===== src/rtl/weighted_rr_sched_pkg.sv =====
// Shared types and sizing for the weighted round-robin scheduler.
package weighted_rr_sched_pkg;

  localparam int unsigned DEF_DATA_W   = 10;
  localparam int unsigned DEF_DEST_LSB = 8;
  localparam int unsigned NPORTS       = 4;
  localparam int unsigned PTR_W        = 2;
  localparam int unsigned DEST_W       = 2;
  localparam int unsigned WFIELD_W     = 2;
  localparam int unsigned CFG_W        = NPORTS * WFIELD_W;
  localparam int unsigned CNT_W        = 3;

  typedef enum logic {
    ST_RUN  = 1'b0,
    ST_HOLD = 1'b1
  } sched_state_e;

  // Burst length encoded by a weight field: field value plus one.
  function automatic logic [CNT_W-1:0] weight_of(input logic [WFIELD_W-1:0] field);
    return CNT_W'(field) + CNT_W'(1);
  endfunction

endpackage


===== src/rtl/weighted_rr_sched_rr_next_port.sv =====
// Wrap-around search for the first non-empty port after the current pointer.
module rr_next_port
  import weighted_rr_sched_pkg::*;
(
  input  logic [PTR_W-1:0]  i_ptr,
  input  logic [NPORTS-1:0] i_empty_in,
  output logic [PTR_W-1:0]  o_next_port,
  output logic              o_any_valid
);

  // Search order ptr+1, ptr+2, ptr+3, ptr; the first hit wins.
  always_comb begin
    o_next_port = i_ptr;
    o_any_valid = 1'b0;
    for (int k = 1; k <= int'(NPORTS); k++) begin
      if (!o_any_valid && !i_empty_in[i_ptr + PTR_W'(k)]) begin
        o_next_port = i_ptr + PTR_W'(k);
        o_any_valid = 1'b1;
      end
    end
  end

endmodule


===== src/rtl/weighted_rr_sched.sv =====
// Weighted round-robin scheduler: moves words from 4 input FIFOs to 4 output
// FIFOs routed by a destination field, with a one-entry hold on back-pressure.
module weighted_rr_sched
  import weighted_rr_sched_pkg::*;
#(
  parameter int unsigned DATA_W   = DEF_DATA_W,
  parameter int unsigned DEST_LSB = DEF_DEST_LSB
) (
  input  logic              clk,
  input  logic              reset,
  input  logic [NPORTS-1:0] empty_in,
  input  logic [DATA_W-1:0] data_in0,
  input  logic [DATA_W-1:0] data_in1,
  input  logic [DATA_W-1:0] data_in2,
  input  logic [DATA_W-1:0] data_in3,
  input  logic [NPORTS-1:0] almost_full_out,
  input  logic [CFG_W-1:0]  weight_cfg,
  input  logic              cfg_load,
  output logic [NPORTS-1:0] pop_in,
  output logic [NPORTS-1:0] push_out,
  output logic [DATA_W-1:0] data_out,
  output logic [PTR_W-1:0]  grant_port,
  output logic              hold_active
);

  sched_state_e          r_state, w_state_nxt;
  logic [PTR_W-1:0]      r_ptr, w_ptr_nxt;
  logic [CNT_W-1:0]      r_cnt, w_cnt_nxt;
  logic [WFIELD_W-1:0]   r_weight [NPORTS];
  logic                  r_if_valid, w_if_valid_nxt;
  logic [PTR_W-1:0]      r_if_src, w_if_src_nxt;
  logic [DATA_W-1:0]     r_hold_data, w_hold_data_nxt;
  logic                  r_post_rst;

  logic [DATA_W-1:0]     w_data_in [NPORTS];
  logic [DATA_W-1:0]     w_if_data;
  logic [DEST_W-1:0]     w_if_dest;
  logic [DEST_W-1:0]     w_hold_dest;
  logic [CNT_W-1:0]      w_cur_weight;
  logic [PTR_W-1:0]      w_next_port;
  logic                  w_any_valid;
  logic                  w_stall;

  assign w_data_in[0] = data_in0;
  assign w_data_in[1] = data_in1;
  assign w_data_in[2] = data_in2;
  assign w_data_in[3] = data_in3;

  // The word popped last cycle is on its FIFO's read port now.
  assign w_if_data    = w_data_in[r_if_src];
  assign w_if_dest    = w_if_data[DEST_LSB +: DEST_W];
  assign w_hold_dest  = r_hold_data[DEST_LSB +: DEST_W];
  assign w_cur_weight = weight_of(r_weight[r_ptr]);

  assign grant_port  = reset ? '0 : r_ptr;
  assign hold_active = (r_state == ST_HOLD) && !reset;

  rr_next_port u_next (
    .i_ptr       (r_ptr),
    .i_empty_in  (empty_in),
    .o_next_port (w_next_port),
    .o_any_valid (w_any_valid)
  );

  // Grant, push and hold decisions; nothing moves during or just after reset.
  always_comb begin
    w_state_nxt     = r_state;
    w_ptr_nxt       = r_ptr;
    w_cnt_nxt       = r_cnt;
    w_if_valid_nxt  = 1'b0;
    w_if_src_nxt    = r_if_src;
    w_hold_data_nxt = r_hold_data;
    w_stall         = 1'b0;
    pop_in          = '0;
    push_out        = '0;
    data_out        = '0;
    if (!reset && !r_post_rst) begin
      unique case (r_state)
        ST_RUN: begin
          if (r_if_valid) begin
            data_out = w_if_data;
            if (almost_full_out[w_if_dest]) begin
              w_stall         = 1'b1;
              w_hold_data_nxt = w_if_data;
              w_state_nxt     = ST_HOLD;
            end else begin
              push_out[w_if_dest] = 1'b1;
            end
          end
          if (!w_stall) begin
            if (!empty_in[r_ptr] && (r_cnt < w_cur_weight)) begin
              pop_in[r_ptr]  = 1'b1;
              w_cnt_nxt      = r_cnt + CNT_W'(1);
              w_if_valid_nxt = 1'b1;
              w_if_src_nxt   = r_ptr;
            end else if (w_any_valid) begin
              pop_in[w_next_port] = 1'b1;
              w_ptr_nxt           = w_next_port;
              w_cnt_nxt           = CNT_W'(1);
              w_if_valid_nxt      = 1'b1;
              w_if_src_nxt        = w_next_port;
            end
          end
        end
        ST_HOLD: begin
          data_out = r_hold_data;
          if (!almost_full_out[w_hold_dest]) begin
            push_out[w_hold_dest] = 1'b1;
            w_state_nxt           = ST_RUN;
          end
        end
        default: ;
      endcase
    end
  end

  // State, pointer, credit, in-flight tracking and weight registers.
  always_ff @(posedge clk) begin
    if (reset) begin
      r_state     <= ST_RUN;
      r_ptr       <= '0;
      r_cnt       <= '0;
      r_if_valid  <= 1'b0;
      r_if_src    <= '0;
      r_hold_data <= '0;
      r_post_rst  <= 1'b1;
      for (int i = 0; i < int'(NPORTS); i++) r_weight[i] <= '0;
    end else begin
      r_state     <= w_state_nxt;
      r_ptr       <= w_ptr_nxt;
      r_cnt       <= w_cnt_nxt;
      r_if_valid  <= w_if_valid_nxt;
      r_if_src    <= w_if_src_nxt;
      r_hold_data <= w_hold_data_nxt;
      r_post_rst  <= 1'b0;
      if (cfg_load) begin
        for (int i = 0; i < int'(NPORTS); i++)
          r_weight[i] <= weight_cfg[i*int'(WFIELD_W) +: WFIELD_W];
      end
    end
  end

endmodule

===== config.mk =====
export PLATFORM = sky130hd
export DESIGN_NAME = weighted_rr_sched
export DESIGN_NICKNAME = d
export VERILOG_FILES = /design/src/rtl/weighted_rr_sched_pkg.sv /design/src/rtl/weighted_rr_sched_rr_next_port.sv /design/src/rtl/weighted_rr_sched.sv
export SDC_FILE = /design/constraint.sdc
export NUM_CORES = 1
export LEC_CHECK = 0
export ABC_AREA = 0
export ABC_CLOCK_PERIOD_IN_PS = 8100
export CORE_MARGIN = 2
export CORE_UTILIZATION = 50
export CTS_CLUSTER_SIZE = 10
export DETAILED_ROUTE_END_ITERATION = 12
export MAX_ROUTING_LAYER = met4
export PLACE_DENSITY = 0.87
export SLEW_MARGIN = 20
export SYNTH_ARGS = -nofsm -noshare
export SYNTH_HDL_FRONTEND = slang
export SYNTH_SLANG_ARGS = --single-unit

===== constraint.sdc =====
create_clock -name clk -period 8.1 [get_ports clk]
set_input_delay 1.215 -clock clk [delete_from_list [all_inputs] [get_ports clk]]
set_output_delay 1.215 -clock clk [all_outputs]
set_load 0.02 [all_outputs]

==> images/congestion_map.png <==
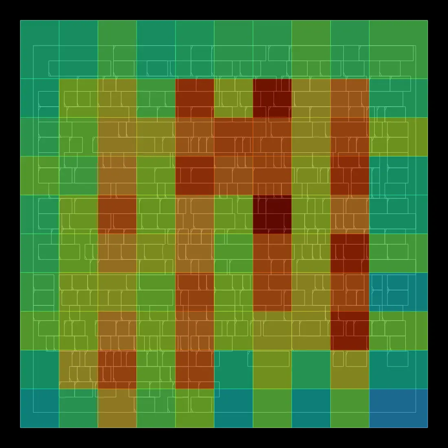
WL/cell: 17.0 µm
final core area utilization: 0.713

==> images/sizing.png <==
Scale: 4 px per µm.
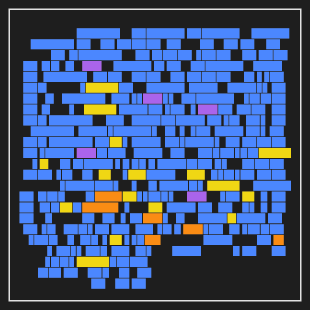
color	size	cells	share	most used
orange	x3 and x4	6	1.9%	nand2b_4
purple	x6 and larger	5	1.6%	clkbuf_8
yellow	x2	16	5.2%	mux4_2
blue	x1 and smaller	282	91%	clkdlybuf4s50_1
fin worst setup slack: 2.83 ns
Final Instance Area: 3170 µm²

==> images/closeup.png <==
Region (6, 42) to (31, 67) µm. Cells in gray, sequential cells in the stronger gray; small squares are vias.
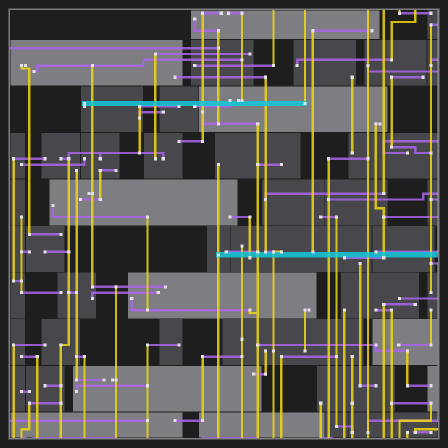
color	layer
purple	M1
yellow	M2
cyan	M3
netlist names of flops here include	r_weight (7), r_hold_data (1)
cells with their middle in the window	34
most frequent	and2_1 (8), clkdlybuf4s50_1 (7), edfxtp_1 (7)
sequential cells in the window	9

==> images/m1.png <==
Scale: 6 px per µm.
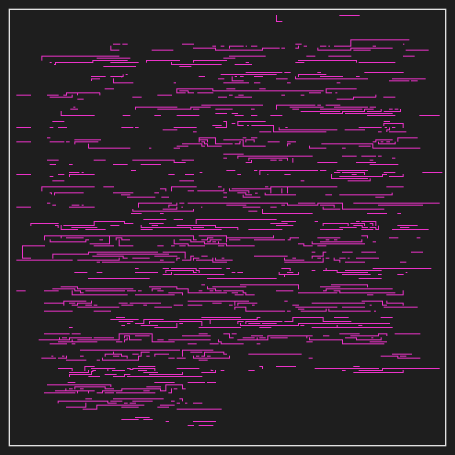
wire length on this layer	2,310 µm
main direction	horizontal
nets with wire on the layer	322
met1 Usage GRT: 0.286
via count: 2,191

==> images/class_map.png <==
Scale: 4 px per µm.
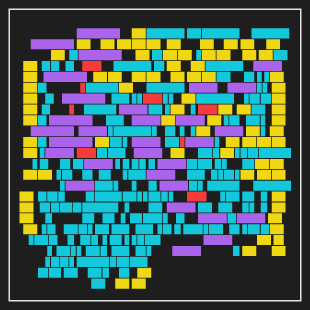
color	class	cells	share of their area
cyan	remaining logic cells	191	50%
yellow	remaining buffers and delay cells	80	26%
purple	registers	30	22%
red	clock drivers and dummy loads	8	2.6%
flop share of the area: 0.215
Core Rows: 24

==> impl_metrics.tcl <==
# metrics dict for downstream scripts
set metrics [dict create \
    outcome "complete, no violations" \
    drive_gt1_frac 0.0874 \
    area_delta_synth_final_pct 35.2 \
    nonClockBufferCount 80 \
    ys_sh_aoi 0.155 \
    tightest_slew_ns 0.934 \
    clkTransAtPathRegs_ns 0.06 \
    top_area_frac 0.188 \
    clk_share 0.0253 \
    synth_cells 239 \
    fp_util 0.528 \
    num_antenna_cells 0 \
    grt_pass1_wl_um 9490 \
    firstDrtPassIters 4 \
    grt_usage 0.240 \
    r2r-start "r_if_src[0]$_SDFFE_PP0P_" \
    ff2ff_setup_slack_ns 4.98 \
    port_buffers 79 \
    die_h_um 72.5 \
    cp-end-kind "output port" \
    netlist_area_um2 2340 \
    crit_end "pop_in[1]" \
    use_met2 0.397 \
    synth_chip_area_um2 2340 \
    ys_seq_frac 0.290 \
    syn_area_per_cell_um2 9.81 \
    final-comb-area_um2 1510 \
    ys.flop_type "dfxtp_1" \
    startpoint_type "input pin" \
]
cell usage after synthesis (2+ instances only):
library cell	count
nor2_1	27
dfxtp_1	22
nand2_1	20
mux2i_1	19
a22oi_1	11
clkbuf_1	11
a21oi_1	10
and2_1	10
inv_1	9
mux4_1	9
edfxtp_1	8
ha_1	8
o21ai_0	7
mux4_2	5
a31oi_1	4
clkbuf_8	4
nand4_1	4
o31ai_1	4
nand3b_1	3
nor2b_1	3
nor3_1	3
a221o_1	2
buf_2	2
nand2b_4	2
nand3_1	2
nand4b_1	2
nor3b_1	2
o21ai_2	2
or2_2	2
power by group:
| group | leakage [nW] | switching (mW) | internal (mW) |
|---|---|---|---|
| Sequential | 0.265 | 0.0187 | 0.165 |
| Clock | 0.0395 | 0.0543 | 0.0609 |
| Combinational | 0.902 | 0.0846 | 0.0973 |
No activity file was given, so power comes from the tool's default toggle rates.
